[src/rtl/bus_control_sequencer_pkg.sv]
// Shared opcode constants, state encoding and IR field layout for the single-bus
// CPU control unit; the ALU decodes the same opcode constants.
package bus_control_sequencer_pkg;

    localparam int IR_W       = 32;
    localparam int IR_OPC_MSB = 31;
    localparam int IR_OPC_LSB = 27;
    localparam int IR_RA_MSB  = 26;
    localparam int IR_RA_LSB  = 23;
    localparam int IR_RB_MSB  = 22;
    localparam int IR_RB_LSB  = 19;
    localparam int IR_RC_MSB  = 18;
    localparam int IR_RC_LSB  = 15;

    localparam logic [4:0] OP_ADD  = 5'b00011;
    localparam logic [4:0] OP_SUB  = 5'b00100;
    localparam logic [4:0] OP_AND  = 5'b00101;
    localparam logic [4:0] OP_OR   = 5'b00110;
    localparam logic [4:0] OP_SHR  = 5'b00111;
    localparam logic [4:0] OP_SHL  = 5'b01000;
    localparam logic [4:0] OP_ROR  = 5'b01001;
    localparam logic [4:0] OP_ROL  = 5'b01010;
    localparam logic [4:0] OP_MUL  = 5'b01111;
    localparam logic [4:0] OP_DIV  = 5'b10000;
    localparam logic [4:0] OP_NOP  = 5'b11010;
    localparam logic [4:0] OP_HALT = 5'b11011;

    typedef enum logic [3:0] {
        S_RST, S_T0, S_T1, S_T2, S_T3, S_T4, S_T5, S_T6, S_HALT, S_FAULT
    } state_t;

    typedef struct packed {
        logic single_result;
        logic two_result;
        logic nop;
        logic halt;
        logic illegal;
    } op_class_t;

    // Every 1-bit control output, bundled so decode and checking work on one vector.
    typedef struct packed {
        logic PCout;
        logic ZLowout;
        logic ZHighout;
        logic MDRout;
        logic MARin;
        logic MDRin;
        logic IRin;
        logic Yin;
        logic PCin;
        logic ZLowIn;
        logic ZHighIn;
        logic HIin;
        logic LOin;
        logic IncPC;
        logic Read;
        logic Gra;
        logic Grb;
        logic Grc;
        logic Rin;
        logic Rout;
        logic run;
        logic instr_done;
        logic fault;
    } strobes_t;

endpackage

[src/rtl/bus_control_sequencer_if.sv]
// Sequencer <-> datapath signal bundle: IR/handshake back, strobes forward.
interface bus_control_sequencer_if #(
    parameter int OPCODE_W = 5
);
    logic [31:0]         IR;
    logic                mem_ready;
    logic                stop;
    logic                PCout, ZLowout, ZHighout, MDRout;
    logic                MARin, MDRin, IRin, Yin, PCin, ZLowIn, ZHighIn, HIin, LOin;
    logic                IncPC, Read;
    logic                Gra, Grb, Grc, Rin, Rout;
    logic [OPCODE_W-1:0] operation;
    logic                run, instr_done, fault;

    modport master (
        input  IR, mem_ready, stop,
        output PCout, ZLowout, ZHighout, MDRout,
        output MARin, MDRin, IRin, Yin, PCin, ZLowIn, ZHighIn, HIin, LOin,
        output IncPC, Read, Gra, Grb, Grc, Rin, Rout,
        output operation, run, instr_done, fault
    );

    modport slave (
        output IR, mem_ready, stop,
        input  PCout, ZLowout, ZHighout, MDRout,
        input  MARin, MDRin, IRin, Yin, PCin, ZLowIn, ZHighIn, HIin, LOin,
        input  IncPC, Read, Gra, Grb, Grc, Rin, Rout,
        input  operation, run, instr_done, fault
    );
endinterface

[src/rtl/bus_control_sequencer_opcode_class_decode.sv]
// Combinational opcode classifier: which execute path an instruction takes.
module opcode_class_decode
    import bus_control_sequencer_pkg::*;
(
    input  logic [4:0] i_opcode,
    output op_class_t  o_class
);

    always_comb begin
        o_class = '0;
        case (i_opcode)
            OP_ADD, OP_SUB, OP_AND, OP_OR,
            OP_SHR, OP_SHL, OP_ROR, OP_ROL: o_class.single_result = 1'b1;
            OP_MUL, OP_DIV:                 o_class.two_result    = 1'b1;
            OP_NOP:                         o_class.nop           = 1'b1;
            OP_HALT:                        o_class.halt          = 1'b1;
            default:                        o_class.illegal       = 1'b1;
        endcase
    end

endmodule

[src/rtl/bus_control_sequencer.sv]
// Hardwired T-state control unit for the single-bus datapath.
// ILLEGAL_OP_TRAP_EN: undecoded opcodes fault in T3 instead of running as NOP.
module bus_control_sequencer
    import bus_control_sequencer_pkg::*;
#(
    parameter int OPCODE_W      = 5,
    parameter int FETCH_TIMEOUT = 16
) (
    input  logic                     clk,
    input  logic                     clr,
    bus_control_sequencer_if.master  bus
);

`ifdef ILLEGAL_OP_TRAP_EN
    localparam bit TRAP_EN = 1'b1;
`else
    localparam bit TRAP_EN = 1'b0;
`endif
    localparam bit TIMEOUT_EN = (FETCH_TIMEOUT != 0);
    localparam int CNT_W      = (FETCH_TIMEOUT < 2) ? 1 : $clog2(FETCH_TIMEOUT);

    state_t              r_state;
    logic [4:0]          r_opcode;
    logic [CNT_W-1:0]    r_wait;

    logic [4:0]          w_dec_op;
    op_class_t           w_cls;
    state_t              w_boundary;
    strobes_t            w_st;
    logic [OPCODE_W-1:0] w_op;

    // IR is only trustworthy from T3 on; later states use the copy latched there.
    assign w_dec_op   = (r_state == S_T3) ? bus.IR[IR_OPC_MSB:IR_OPC_LSB] : r_opcode;
    assign w_boundary = bus.stop ? S_HALT : S_T0;

    opcode_class_decode u_dec (
        .i_opcode (w_dec_op),
        .o_class  (w_cls)
    );

    always_ff @(posedge clk) begin
        if (clr) begin
            r_state  <= S_RST;
            r_opcode <= '0;
            r_wait   <= '0;
        end else begin
            case (r_state)
                S_RST: r_state <= S_T0;
                S_T0: begin
                    r_wait  <= '0;
                    r_state <= S_T1;
                end
                S_T1: begin
                    if (bus.mem_ready)
                        r_state <= S_T2;
                    else if (TIMEOUT_EN && r_wait == CNT_W'(FETCH_TIMEOUT - 1))
                        r_state <= S_FAULT;
                    else
                        r_wait <= r_wait + CNT_W'(1);
                end
                S_T2: r_state <= S_T3;
                S_T3: begin
                    r_opcode <= w_dec_op;
                    if (w_cls.halt)
                        r_state <= S_HALT;
                    else if (w_cls.nop || (w_cls.illegal && !TRAP_EN))
                        r_state <= w_boundary;
                    else if (w_cls.single_result || w_cls.two_result)
                        r_state <= S_T4;
                    else
                        r_state <= S_FAULT;
                end
                S_T4: r_state <= S_T5;
                S_T5: r_state <= w_cls.two_result ? S_T6 : w_boundary;
                S_T6: r_state <= w_boundary;
                S_HALT, S_FAULT: r_state <= r_state;
                default: r_state <= S_RST;
            endcase
        end
    end

    // Moore decode; RST/HALT fall through to all-zero.
    always_comb begin
        w_st = '0;
        w_op = '0;
        case (r_state)
            S_T0: begin
                w_st.PCout = 1'b1;
                w_st.MARin = 1'b1;
                w_st.IncPC = 1'b1;
            end
            S_T1: begin
                w_st.Read  = 1'b1;
                w_st.MDRin = 1'b1;
            end
            S_T2: begin
                w_st.MDRout = 1'b1;
                w_st.IRin   = 1'b1;
            end
            S_T3: begin
                w_st.Grb        = 1'b1;
                w_st.Rout       = 1'b1;
                w_st.Yin        = 1'b1;
                w_st.instr_done = w_cls.nop || (w_cls.illegal && !TRAP_EN);
            end
            S_T4: begin
                w_st.Grc     = 1'b1;
                w_st.Rout    = 1'b1;
                w_st.ZLowIn  = 1'b1;
                w_st.ZHighIn = w_cls.two_result;
                w_op         = OPCODE_W'(r_opcode);
            end
            S_T5: begin
                w_st.ZLowout = 1'b1;
                if (w_cls.two_result) begin
                    w_st.LOin = 1'b1;
                end else begin
                    w_st.Gra        = 1'b1;
                    w_st.Rin        = 1'b1;
                    w_st.instr_done = 1'b1;
                end
            end
            S_T6: begin
                w_st.ZHighout   = 1'b1;
                w_st.HIin       = 1'b1;
                w_st.instr_done = 1'b1;
            end
            S_FAULT: w_st.fault = 1'b1;
            default: ;
        endcase
        w_st.run = (r_state inside {S_T0, S_T1, S_T2, S_T3, S_T4, S_T5, S_T6});
    end

    assign bus.PCout      = w_st.PCout;
    assign bus.ZLowout    = w_st.ZLowout;
    assign bus.ZHighout   = w_st.ZHighout;
    assign bus.MDRout     = w_st.MDRout;
    assign bus.MARin      = w_st.MARin;
    assign bus.MDRin      = w_st.MDRin;
    assign bus.IRin       = w_st.IRin;
    assign bus.Yin        = w_st.Yin;
    assign bus.PCin       = w_st.PCin;
    assign bus.ZLowIn     = w_st.ZLowIn;
    assign bus.ZHighIn    = w_st.ZHighIn;
    assign bus.HIin       = w_st.HIin;
    assign bus.LOin       = w_st.LOin;
    assign bus.IncPC      = w_st.IncPC;
    assign bus.Read       = w_st.Read;
    assign bus.Gra        = w_st.Gra;
    assign bus.Grb        = w_st.Grb;
    assign bus.Grc        = w_st.Grc;
    assign bus.Rin        = w_st.Rin;
    assign bus.Rout       = w_st.Rout;
    assign bus.run        = w_st.run;
    assign bus.instr_done = w_st.instr_done;
    assign bus.fault      = w_st.fault;
    assign bus.operation  = w_op;

endmodule

[src/flat_wrapper.sv]
// flat-port wrapper written by rule: the top's interface ports become plain ports
module bus_control_sequencer_flat import bus_control_sequencer_pkg::*;
#(
    parameter int OPCODE_W      = 5,
    parameter int FETCH_TIMEOUT = 16
)
  (clk, clr, bus_IR, bus_mem_ready, bus_stop, bus_PCout, bus_ZLowout, bus_ZHighout, bus_MDRout, bus_MARin, bus_MDRin, bus_IRin, bus_Yin, bus_PCin, bus_ZLowIn, bus_ZHighIn, bus_HIin, bus_LOin, bus_IncPC, bus_Read, bus_Gra, bus_Grb, bus_Grc, bus_Rin, bus_Rout, bus_operation, bus_run, bus_instr_done, bus_fault);
  bus_control_sequencer_if #(.OPCODE_W(OPCODE_W)) bus_i ();
  input  logic clk;
  input  logic clr;
  input wire logic [$bits(bus_i.IR)-1:0] bus_IR;
  input wire logic [$bits(bus_i.mem_ready)-1:0] bus_mem_ready;
  input wire logic [$bits(bus_i.stop)-1:0] bus_stop;
  output wire logic [$bits(bus_i.PCout)-1:0] bus_PCout;
  output wire logic [$bits(bus_i.ZLowout)-1:0] bus_ZLowout;
  output wire logic [$bits(bus_i.ZHighout)-1:0] bus_ZHighout;
  output wire logic [$bits(bus_i.MDRout)-1:0] bus_MDRout;
  output wire logic [$bits(bus_i.MARin)-1:0] bus_MARin;
  output wire logic [$bits(bus_i.MDRin)-1:0] bus_MDRin;
  output wire logic [$bits(bus_i.IRin)-1:0] bus_IRin;
  output wire logic [$bits(bus_i.Yin)-1:0] bus_Yin;
  output wire logic [$bits(bus_i.PCin)-1:0] bus_PCin;
  output wire logic [$bits(bus_i.ZLowIn)-1:0] bus_ZLowIn;
  output wire logic [$bits(bus_i.ZHighIn)-1:0] bus_ZHighIn;
  output wire logic [$bits(bus_i.HIin)-1:0] bus_HIin;
  output wire logic [$bits(bus_i.LOin)-1:0] bus_LOin;
  output wire logic [$bits(bus_i.IncPC)-1:0] bus_IncPC;
  output wire logic [$bits(bus_i.Read)-1:0] bus_Read;
  output wire logic [$bits(bus_i.Gra)-1:0] bus_Gra;
  output wire logic [$bits(bus_i.Grb)-1:0] bus_Grb;
  output wire logic [$bits(bus_i.Grc)-1:0] bus_Grc;
  output wire logic [$bits(bus_i.Rin)-1:0] bus_Rin;
  output wire logic [$bits(bus_i.Rout)-1:0] bus_Rout;
  output wire logic [$bits(bus_i.operation)-1:0] bus_operation;
  output wire logic [$bits(bus_i.run)-1:0] bus_run;
  output wire logic [$bits(bus_i.instr_done)-1:0] bus_instr_done;
  output wire logic [$bits(bus_i.fault)-1:0] bus_fault;
  assign bus_i.IR = bus_IR;
  assign bus_i.mem_ready = bus_mem_ready;
  assign bus_i.stop = bus_stop;
  assign bus_PCout = bus_i.PCout;
  assign bus_ZLowout = bus_i.ZLowout;
  assign bus_ZHighout = bus_i.ZHighout;
  assign bus_MDRout = bus_i.MDRout;
  assign bus_MARin = bus_i.MARin;
  assign bus_MDRin = bus_i.MDRin;
  assign bus_IRin = bus_i.IRin;
  assign bus_Yin = bus_i.Yin;
  assign bus_PCin = bus_i.PCin;
  assign bus_ZLowIn = bus_i.ZLowIn;
  assign bus_ZHighIn = bus_i.ZHighIn;
  assign bus_HIin = bus_i.HIin;
  assign bus_LOin = bus_i.LOin;
  assign bus_IncPC = bus_i.IncPC;
  assign bus_Read = bus_i.Read;
  assign bus_Gra = bus_i.Gra;
  assign bus_Grb = bus_i.Grb;
  assign bus_Grc = bus_i.Grc;
  assign bus_Rin = bus_i.Rin;
  assign bus_Rout = bus_i.Rout;
  assign bus_operation = bus_i.operation;
  assign bus_run = bus_i.run;
  assign bus_instr_done = bus_i.instr_done;
  assign bus_fault = bus_i.fault;
  bus_control_sequencer #(.OPCODE_W(OPCODE_W), .FETCH_TIMEOUT(FETCH_TIMEOUT)) u_core (.clk(clk), .clr(clr), .bus(bus_i));
endmodule
[config.mk]
export PLATFORM = sky130hd
export DESIGN_NAME = bus_control_sequencer_flat
export DESIGN_NICKNAME = d
export VERILOG_FILES = /design/src/rtl/bus_control_sequencer_pkg.sv /design/src/rtl/bus_control_sequencer_if.sv /design/src/rtl/bus_control_sequencer_opcode_class_decode.sv /design/src/rtl/bus_control_sequencer.sv /design/src/flat_wrapper.sv
export SDC_FILE = /design/constraint.sdc
export NUM_CORES = 1
export LEC_CHECK = 0
export CAP_MARGIN = 10
export CELL_PAD_IN_SITES_DETAIL_PLACEMENT = 0
export CELL_PAD_IN_SITES_GLOBAL_PLACEMENT = 1
export CORE_UTILIZATION = 22
export DETAILED_ROUTE_END_ITERATION = 12
export GPL_ROUTABILITY_DRIVEN = 0
export GPL_TIMING_DRIVEN = 0
export PLACE_DENSITY_LB_ADDON = 0.1
export SKIP_CTS_REPAIR_TIMING = 1
export SLEW_MARGIN = 25
export SYNTH_ARGS = -nofsm -noshare
export SYNTH_HDL_FRONTEND = slang
export SYNTH_SLANG_ARGS = --single-unit
export TNS_END_PERCENT = 5
[constraint.sdc]
create_clock -name clk -period 2.34 [get_ports clk]
set_clock_uncertainty 0.1 [all_clocks]
set_input_delay 0.468 -clock clk [delete_from_list [all_inputs] [get_ports clk]]
set_output_delay 0.468 -clock clk [all_outputs]
set_load 0.01 [all_outputs]
==> reports/metrics.csv <==
metric,value,unit
status,finished with violations,
failing checks,setup timing,
max-cap violations,0,
busiest grt layer,met2,
total negative setup slack,-1230,ps
"setup slack, reg-to-reg",210,ps
vias per inst,4.75,
worst r2r path cells,9,
final worst setup slack,-254,ps
met2 Use GR,0.208,
Met1 Routed Length,1540,microns
Final ANT Viol Nets,0,
clk ins delay skew pair,240,ps
mapped cell area,1020,sq um
Final Max Tran Viols,0,
CP startpoint,u_core.r_state[3],
IO Pins,64,
Comb area share,0.409,
layout cells sized above 1,0.309,
Die H,70.3,microns
CP Depth,8,
Post-Syn Nets,176,
die area,4940,sq um
"area leader, netlist",dfxtp_1,
placed cell count,226,
Final #Nets,232,
CP max stage delay,480,ps
chip area in the Yosys report,1020,sq um
total power,0.00118,W
number of clock buffers in the layout,4,
kind of critical path,flip-flop to output pin,
FFs & Latches,13,
dpl cell area,1440,sq um
post-DP HPWL,2360,microns
row cnt,24,
area growth from synthesis to layout,66.1,%
Hold Path Depth,2,
synth unique cells,43,
Final period util,1.11,
Simple-Gate Area Share,0.317,
filler cell count in the final layout,466,
Synth Warn #,0,
register area,265,sq um
Crit. End Element,output pin,
final setup vio count,11,
clock-cell share of area,0.0265,
register share after synthesis,0.254,
Congestion Overflow GR,0,
top cells by area,"dfxtp_1 25%, buf_4 7.3%, a21oi_1 6.8%",
cell area after layout,1700,sq um
required time worst endpoint,1770,ps
Fin. Hold Viols,0,
Worst-path clk slew,60,ps
non-clk buf share,0.348,
LEAKAGE,0.819,nW
CP Launch Type,flip-flop,
Synth mux share,0.0403,
post-detailed-route wirelength per cell,13.3,microns
TritonCTS Buffers,3,
Slew @ Worst Pin,529,ps
Cells after Synth,139,
Hold Startpoint,u_core.r_opcode[0],
-- power by group --
part           switching, W  leakage, nW  internal [W]
logic              0.000316        0.689      0.000360
clock network     0.0000804       0.0228      0.000120
registers         0.0000414        0.107      0.000259
-- placed cells by master (no fill, tap or decap), types with 5 or more instances in the layout --
master	synthesis	routed
dlymetal6s2s_1	0	8
a21oi_1	14	13
inv_1	6	5
buf_4	10	29
and3_1	5	5
nor2_1	15	13
o21ai_0	7	5
clkdlybuf4s50_1	0	21
dfxtp_1	13	9
nand2_1	11	11
-- sequential cells by signal, indices dropped and copies added (netlist names) --
register and flops:
u_core.r_opcode 5, u_core.r_state 4, u_core.r_wait 4
clk_routes.png
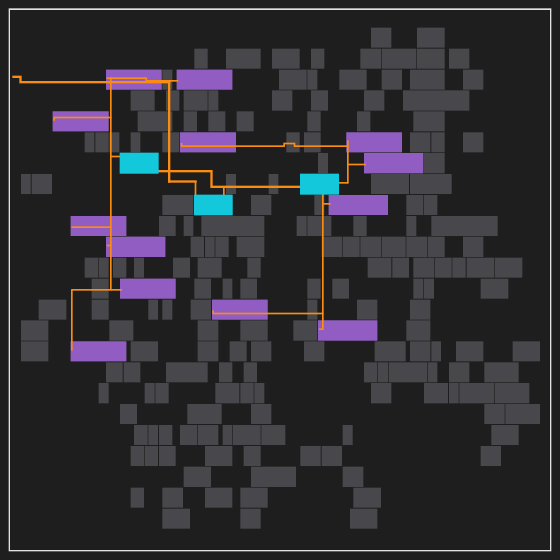
Key: clock drivers = cyan [count 3]; clock wires = orange [length 207 microns]; flip-flops = purple [count 13]
There are 4 routed clock nets.

layer_met1.png
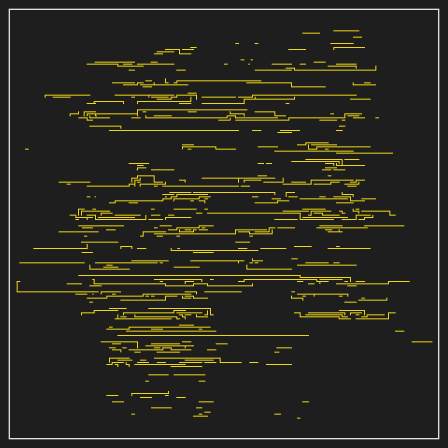
The wires run mostly horizontal. The longest straight run is 36.3 microns. The layer carries 1540 microns of wire. 181 nets have wire on it.

io_fan.png
Scale bar: 20 microns.
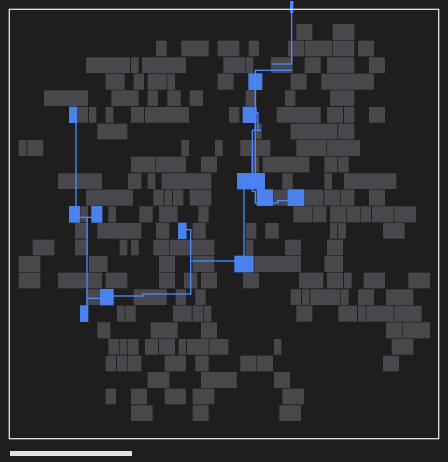
Key: `clr` = blue [direction input, end cells 13, buffers 2, wire 149 microns]

Power is estimated from default activity; no workload was simulated.
